$ cat src/rtl/uart_pkg.sv
// Shared UART definitions: state encoding common to TX and RX, parity
// polarity codes and the default payload width.
package uart_pkg;

  localparam int DATA_WIDTH_DEF = 8;

  localparam logic PAR_EVEN = 1'b0;
  localparam logic PAR_ODD  = 1'b1;

  typedef enum logic [2:0] {
    IDLE   = 3'b000,
    START  = 3'b001,
    DATA   = 3'b010,
    PARITY = 3'b011,
    STOP   = 3'b100
  } uart_state_e;

endpackage

$ cat src/rtl/uart_tx_serializer.sv
// Datapath for the UART transmitter: baud counter, data bit counter and the
// LSB-first shift register.
module uart_tx_serializer
  import uart_pkg::*;
#(
  parameter int DATA_WIDTH   = DATA_WIDTH_DEF,
  parameter int CLKS_PER_BIT = 8
) (
  input  logic                  CLK,
  input  logic                  RST,
  input  logic                  load,
  input  logic                  active,
  input  logic                  shift_en,
  input  logic [DATA_WIDTH-1:0] load_data,
  output logic                  ser_bit,
  output logic                  bit_done,
  output logic                  last_data_bit
);

  localparam int BW = (CLKS_PER_BIT > 1) ? $clog2(CLKS_PER_BIT) : 1;
  localparam int CW = (DATA_WIDTH > 1) ? $clog2(DATA_WIDTH) : 1;
  localparam logic [BW-1:0] BAUD_LAST = BW'(CLKS_PER_BIT - 1);
  localparam logic [CW-1:0] BIT_LAST  = CW'(DATA_WIDTH - 1);

  logic [BW-1:0]         baud_cnt;
  logic [CW-1:0]         bit_cnt;
  logic [DATA_WIDTH-1:0] shreg;

  always_ff @(posedge CLK) begin
    if (RST) begin
      baud_cnt <= '0;
      bit_cnt  <= '0;
      shreg    <= '0;
    end else begin
      if (!active || bit_done) baud_cnt <= '0;
      else                     baud_cnt <= baud_cnt + BW'(1);

      if (load)          shreg <= load_data;
      else if (shift_en) shreg <= shreg >> 1;

      if (load)          bit_cnt <= '0;
      else if (shift_en) bit_cnt <= last_data_bit ? '0 : bit_cnt + CW'(1);
    end
  end

  // ser_bit is the bit the line should carry after the coming edge, so a
  // shifting edge already presents the next data bit.
  assign ser_bit       = shift_en ? shreg[1] : shreg[0];
  assign bit_done      = active && (baud_cnt == BAUD_LAST);
  assign last_data_bit = (bit_cnt == BIT_LAST);

endmodule

$ cat src/rtl/uart_tx_fsm.sv
// UART transmitter control: frame sequencing, parity latch and the registered
// serial line / busy outputs.
//
// state  | meaning
// IDLE   | line high, waiting for DATA_VALID
// START  | start bit (low) for one bit time
// DATA   | payload bits, LSB first
// PARITY | latched parity bit for one bit time
// STOP   | stop bit (high); may accept the next word on its last cycle
module uart_tx_fsm
  import uart_pkg::*;
#(
  parameter int DATA_WIDTH   = DATA_WIDTH_DEF,
  parameter int CLKS_PER_BIT = 8
) (
  input  logic                  CLK,
  input  logic                  RST,
  input  logic [DATA_WIDTH-1:0] P_DATA,
  input  logic                  DATA_VALID,
  input  logic                  PAR_EN,
  input  logic                  PAR_TYP,
  output logic                  TX_OUT,
  output logic                  BUSY
);

  uart_state_e state, next_state;
  logic tx_next, busy_next;
  logic load, shift_en, active;
  logic ser_bit, bit_done, last_data_bit;
  logic par_en_q, par_bit_q, par_bit_in;

  assign active = (state == START) || (state == DATA) ||
                  (state == PARITY) || (state == STOP);
  assign par_bit_in = (PAR_TYP == PAR_EVEN) ? ^P_DATA : ~^P_DATA;

  uart_tx_serializer #(
    .DATA_WIDTH  (DATA_WIDTH),
    .CLKS_PER_BIT(CLKS_PER_BIT)
  ) u_ser (
    .CLK          (CLK),
    .RST          (RST),
    .load         (load),
    .active       (active),
    .shift_en     (shift_en),
    .load_data    (P_DATA),
    .ser_bit      (ser_bit),
    .bit_done     (bit_done),
    .last_data_bit(last_data_bit)
  );

  always_comb begin
    next_state = state;
    tx_next    = 1'b1;
    busy_next  = 1'b1;
    load       = 1'b0;
    shift_en   = 1'b0;
    case (state)
      IDLE: begin
        busy_next = 1'b0;
        if (DATA_VALID) begin
          load       = 1'b1;
          next_state = START;
          tx_next    = 1'b0;
          busy_next  = 1'b1;
        end
      end
      START: begin
        tx_next = 1'b0;
        if (bit_done) begin
          next_state = DATA;
          tx_next    = ser_bit;
        end
      end
      DATA: begin
        tx_next = ser_bit;
        if (bit_done) begin
          shift_en = 1'b1;
          tx_next  = ser_bit;
          if (last_data_bit) begin
            next_state = par_en_q ? PARITY : STOP;
            tx_next    = par_en_q ? par_bit_q : 1'b1;
          end
        end
      end
      PARITY: begin
        tx_next = par_bit_q;
        if (bit_done) begin
          next_state = STOP;
          tx_next    = 1'b1;
        end
      end
      STOP: begin
        if (bit_done) begin
          if (DATA_VALID) begin
            load       = 1'b1;
            next_state = START;
            tx_next    = 1'b0;
          end else begin
            next_state = IDLE;
            busy_next  = 1'b0;
          end
        end
      end
      default: begin
        next_state = IDLE;
        busy_next  = 1'b0;
      end
    endcase
  end

  always_ff @(posedge CLK) begin
    if (RST) begin
      state     <= IDLE;
      TX_OUT    <= 1'b1;
      BUSY      <= 1'b0;
      par_en_q  <= 1'b0;
      par_bit_q <= 1'b0;
    end else begin
      state  <= next_state;
      TX_OUT <= tx_next;
      BUSY   <= busy_next;
      if (load) begin
        par_en_q  <= PAR_EN;
        par_bit_q <= par_bit_in;
      end
    end
  end

endmodule

$ cat config.mk
export PLATFORM = sky130hd
export DESIGN_NAME = uart_tx_fsm
export DESIGN_NICKNAME = d
export VERILOG_FILES = /design/src/rtl/uart_pkg.sv /design/src/rtl/uart_tx_serializer.sv /design/src/rtl/uart_tx_fsm.sv
export SDC_FILE = /design/constraint.sdc
export NUM_CORES = 1
export LEC_CHECK = 0
export CAP_MARGIN = 25
export CORE_UTILIZATION = 50
export DETAILED_ROUTE_END_ITERATION = 16
export PLACE_DENSITY = 0.79
export SKIP_CTS_REPAIR_TIMING = 1
export SYNTH_ARGS = -nofsm -noshare
export SYNTH_HDL_FRONTEND = slang
export SYNTH_HIERARCHICAL = 1
export SYNTH_SLANG_ARGS = --single-unit
$ cat constraint.sdc
create_clock -name CLK -period 3 [get_ports CLK]
set_input_delay 0.6 -clock CLK [delete_from_list [all_inputs] [get_ports CLK]]
set_output_delay 0.6 -clock CLK [all_outputs]
set_load 0.005 [all_outputs]
==> images/placement_by_type.png <==
The bar under the picture is 20 um long.
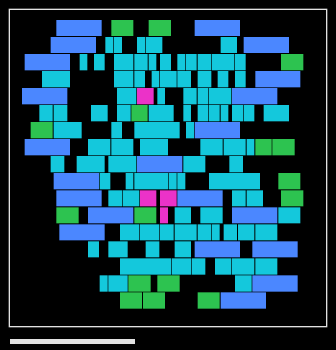
class	colour	cells	share of their area
other buffers and delay cells	green	16	12%
combinational and other logic	cyan	92	54%
clock drivers and dummy loads	magenta	4	2.0%
flops	blue	21	32%
final instance area: 1330 um^2
Finished Core Util: 60.1%
core area: 2210 um^2
# rows: 17

==> images/clk_routes.png <==
The bar under the picture is 20 um long.
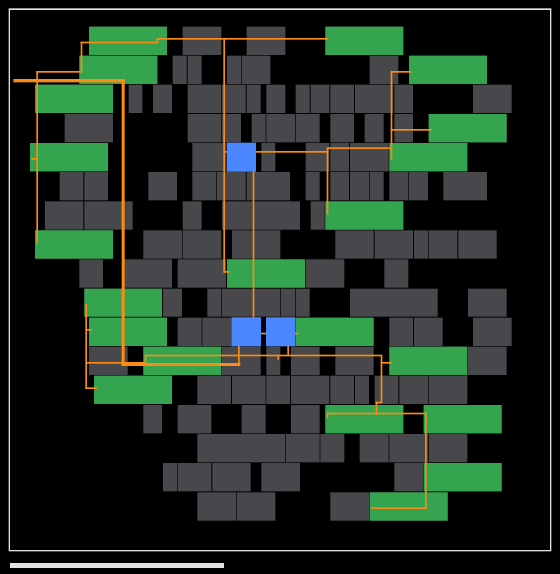
[clock wires] orange | length: 243 um
[clock drivers] blue | count: 3
[flip-flops] green | count: 21
flops lie	widely spread
clk_lat worst skew: 290 ps
Clk network pwr share: 24.6%

==> images/congestion.png <==
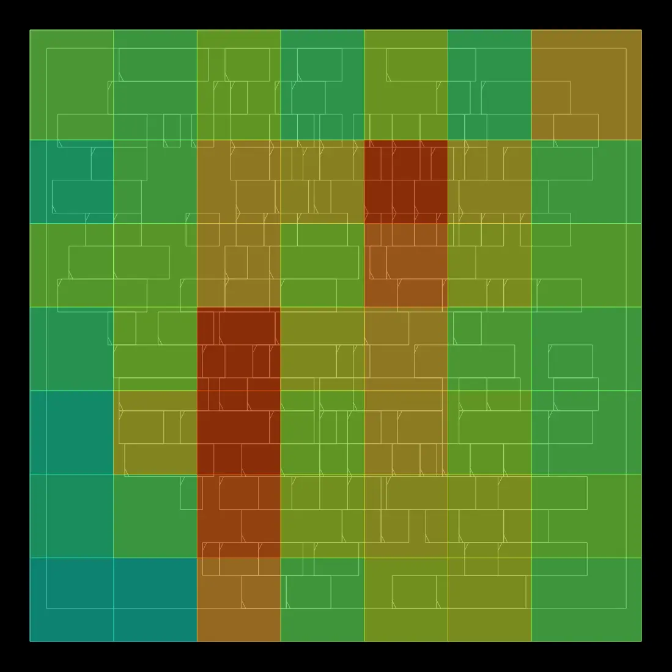
wire length per cell: 12.5 um
met2 usage: 30.2%

==> images/flops_by_reg.png <==
The bar under the picture is 20 um long. Other sequential cells in the stronger grey, the rest of the logic in the fainter grey.
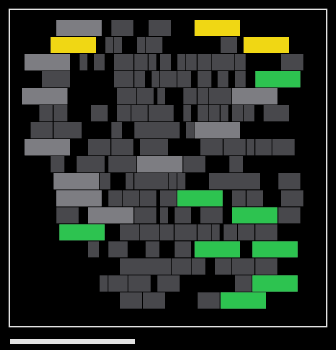
name in the netlist	colour	flops
`state`	yellow	3
`u_ser/shreg`	green	8
not coloured	10
sequential power: 0.000306 W
FF/Latch Area: 420 um^2
fraction of area in registers: 31.6%

==> images/logic_types.png <==
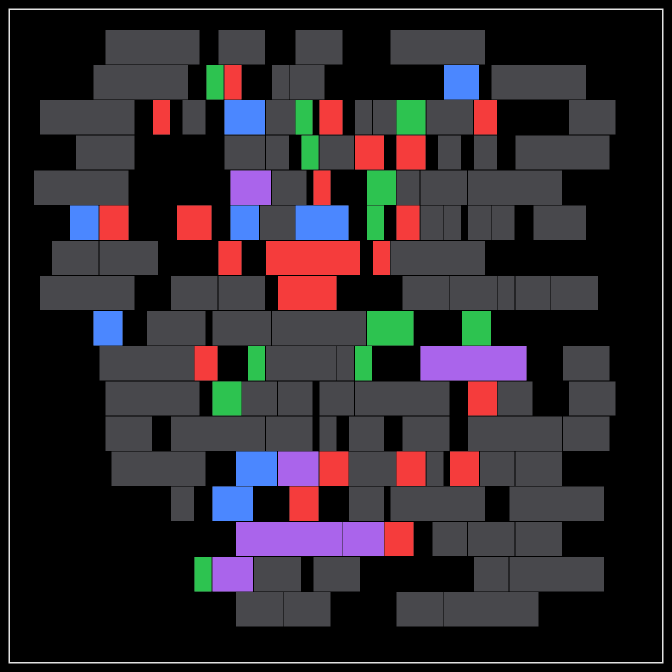
family	colour	cells	most used
NAND gates	green	12	nand2_1
NOR gates	red	21	nor2b_1
AND and OR gates	blue	8	and2_1
XOR/XNOR gates	purple	6	xnor2_1

==> run summary <==
status - finished, final reports clean
Syn-to-layout area delta - 13.2%
post-synthesis cell count - 120
Hold Crit Endpoint - u_ser/baud_cnt[0]
# IOs - 15
initial drt markers - 14
sw frac - 24.8%
maximum vdd drop - 0.256 mV
sequential fraction of design power - 57.2%
yosys cell count - 120
final setup skew - 9.21 ps
fin cells - 161
min-delay worst type - flip-flop to flip-flop
Seq cells post-synth - 21
first-pass GRT wire length - 3.55 mm
Reg2Reg Depth - 8
fillers - 200
PwrDens - 402 nW/um^2
HP Start - u_ser/baud_cnt[0]
YS warnings - 6
DPL Wire Length - 1.50 mm
DRC Markers - 0
RR Startpoint - state[0]
Setup TNS - 0 ps
cell count after placement - 157
Setup WS post-layout - 681 ps
Largest register FFs - 8
Crit. End Element - flip-flop
RSZ-0062 raised after global routing - false
final net count - 151
Max clock buf depth - 2
power share of the combinational group - 18.1%
min Tclk post-route - 2320 ps
chip area estimate from yosys synthesis - 1170 um^2
GRT overflow - 0
Log Warnings - 26
Synth Area per Inst - 9.79 um^2
gr usage total - 18.9%
Hold Path Depth - 1
Max-Cap Viols - 0
DP Area - 1300 um^2
drt pass-1 iters - 3
final tally of max-slew violations - 0
kind of critical path - flip-flop to flip-flop
Seq/Total Area, Yosys - 35.8%
final WL - 2.01 mm
Die ar. - 2550 um^2
FF-to-FF End - u_ser/bit_cnt[0]
Num CTS Buffers - 3
DR vias - 845
largest net degree at the start of global routing - 21
clock tree root driver cell - clkbuf_4
fmax - 431 MHz
clock sink count - 21
vias in the first global route - 801
RePlAce Congestion - 0.802
Slew @ Worst Pin - 728 ps
Routed Antenna Nets - 0
DP Worst Slack - 712 ps
PortBufs - 14
Die W - 50.5 um
Init Core Util - 53.1%
crit path max fanout - 11
CTS tree - yes
CP startpoint kind - flip-flop
Die H - 50.5 um
share of layout cells above drive strength 1 - 10.5%
register bank with the most flops - u_ser/shreg
Mapped Nets - 137
P_int - 0.000402 W
R2R setup slack - 680 ps
final hold vios - 0
Unique cell types - 38
worst path required time - 3190 ps
hold slack - 432 ps
n_diodes - 0
max_slew headroom - 51.3%
clock transition at the registers of the reported paths - 120 ps
final setup vio count - 0
htree depth - 1
total power - 0.000535 W
Syn Std Cell Area - 1170 um^2
fin crit share - 77.3%
vias per inst - 5.25
initial antenna violation count - 0
==> synth_stat cells (all sizes together) <==
cell / number / share of area [%]
nor2: 5 / 3.0
o211ai: 1 / 0.64
nor4: 1 / 1.1
mux2: 1 / 0.96
clkbuf: 2 / 1.5
and2: 3 / 1.6
ha: 4 / 4.3
a21oi: 6 / 2.6
o21ai: 4 / 1.7
o22ai: 1 / 0.53
o211a: 1 / 0.85
nor3b: 1 / 0.64
o221ai: 1 / 1.3
or3b: 3 / 2.4
dfxtp: 21 / 36
mux2i: 9 / 7.7
xnor3: 2 / 3.8
a211oi: 8 / 5.1
nand2: 7 / 2.2
nand4: 1 / 0.53
nand3: 1 / 0.85
a21o: 1 / 0.75
o32a: 1 / 0.85
nor3: 5 / 2.1
a41o: 1 / 0.85
inv: 6 / 1.9
xor2: 1 / 0.75
buf: 5 / 3.7
and2b: 1 / 0.75
xnor2: 3 / 2.2
nor2b: 9 / 4.8
nand2b: 3 / 1.6
and3: 1 / 0.64
==> critical path, cell delays in order, from the launching register on <==
cell,delay [ps]
dfxtp_1,410
nor2_1,290
xnor2_1,170
and2_1,170
nand2_1,60
nor3_1,260
buf_4,270
or3b_1,360
a211oi_1,220
==> power by group through the flow <==
stage                     combinational (W)  clock (W)  sequential, W
after detailed placement          0.0000972          0       0.000313
after floorplan                   0.0000709          0       0.000308
final                             0.0000968   0.000132       0.000306
after global placement            0.0000953          0       0.000312
after global routing               0.000107   0.000148       0.000309
after CTS                         0.0000975   0.000137       0.000306
==> worst max path at each step <==
stage	cells after the start	startpoint	to
floorplan	12	state[0]	TX_OUT
global placement	8	state[0]	u_ser/bit_cnt[0]
detailed placement	8	state[0]	u_ser/bit_cnt[0]
CTS	8	state[0]	u_ser/bit_cnt[0]
global route	10	state[0]	TX_OUT
finish	8	state[0]	u_ser/bit_cnt[0]
==> cell type report <==
| type | instances | share of cell area (%) |
|---|---|---|
| Sequential cell | 21 | 31.6 |
| Clock buffer | 4 | 1.98 |
| Tap cell | 28 | 2.63 |
| Timing Repair Buffer | 16 | 11.7 |
| Multi-Input combinational cell | 86 | 50.4 |
| Inverter | 6 | 1.69 |
==> logic make-up after synthesis <==
kind of cell             Yosys count  synth area share (%)
AND/OR/NAND/NOR                   41                  22.3
adder cells (fa/ha/maj)            4                  4.26
buffers and inverters             13                  7.13
flip-flops                        21                  35.8
XOR/XNOR                           6                  6.82
AND-OR/OR-AND                     25                  15.1
multiplexers                      10                  8.63
==> layer usage <==
| metal | vias up | part of all wire (%) | track usage, % |
|---|---|---|---|
| li1 | 448 | - | - |
| met1 | 388 | 49 | 24.5 |
| met2 | 7 | 47 | 30.2 |
| met3 | 2 | 2.4 | 2.73 |
| met4 | 0 | 1.3 | 9.72 |
| met5 | - | 0 | 0 |
==> cell usage in the layout (no fill, tap or decap), drive strengths merged, types with 4 or more instances in the layout <==
master and n:
a211oi 8, a21oi 6, clkbuf 4, clkdlybuf4s50 14
dfxtp 21, ha 4, inv 6, mux2i 9
nand2 7, nor2 5, nor2b 9, nor3 5
o21ai 4
Power is estimated from default activity; no workload was simulated.
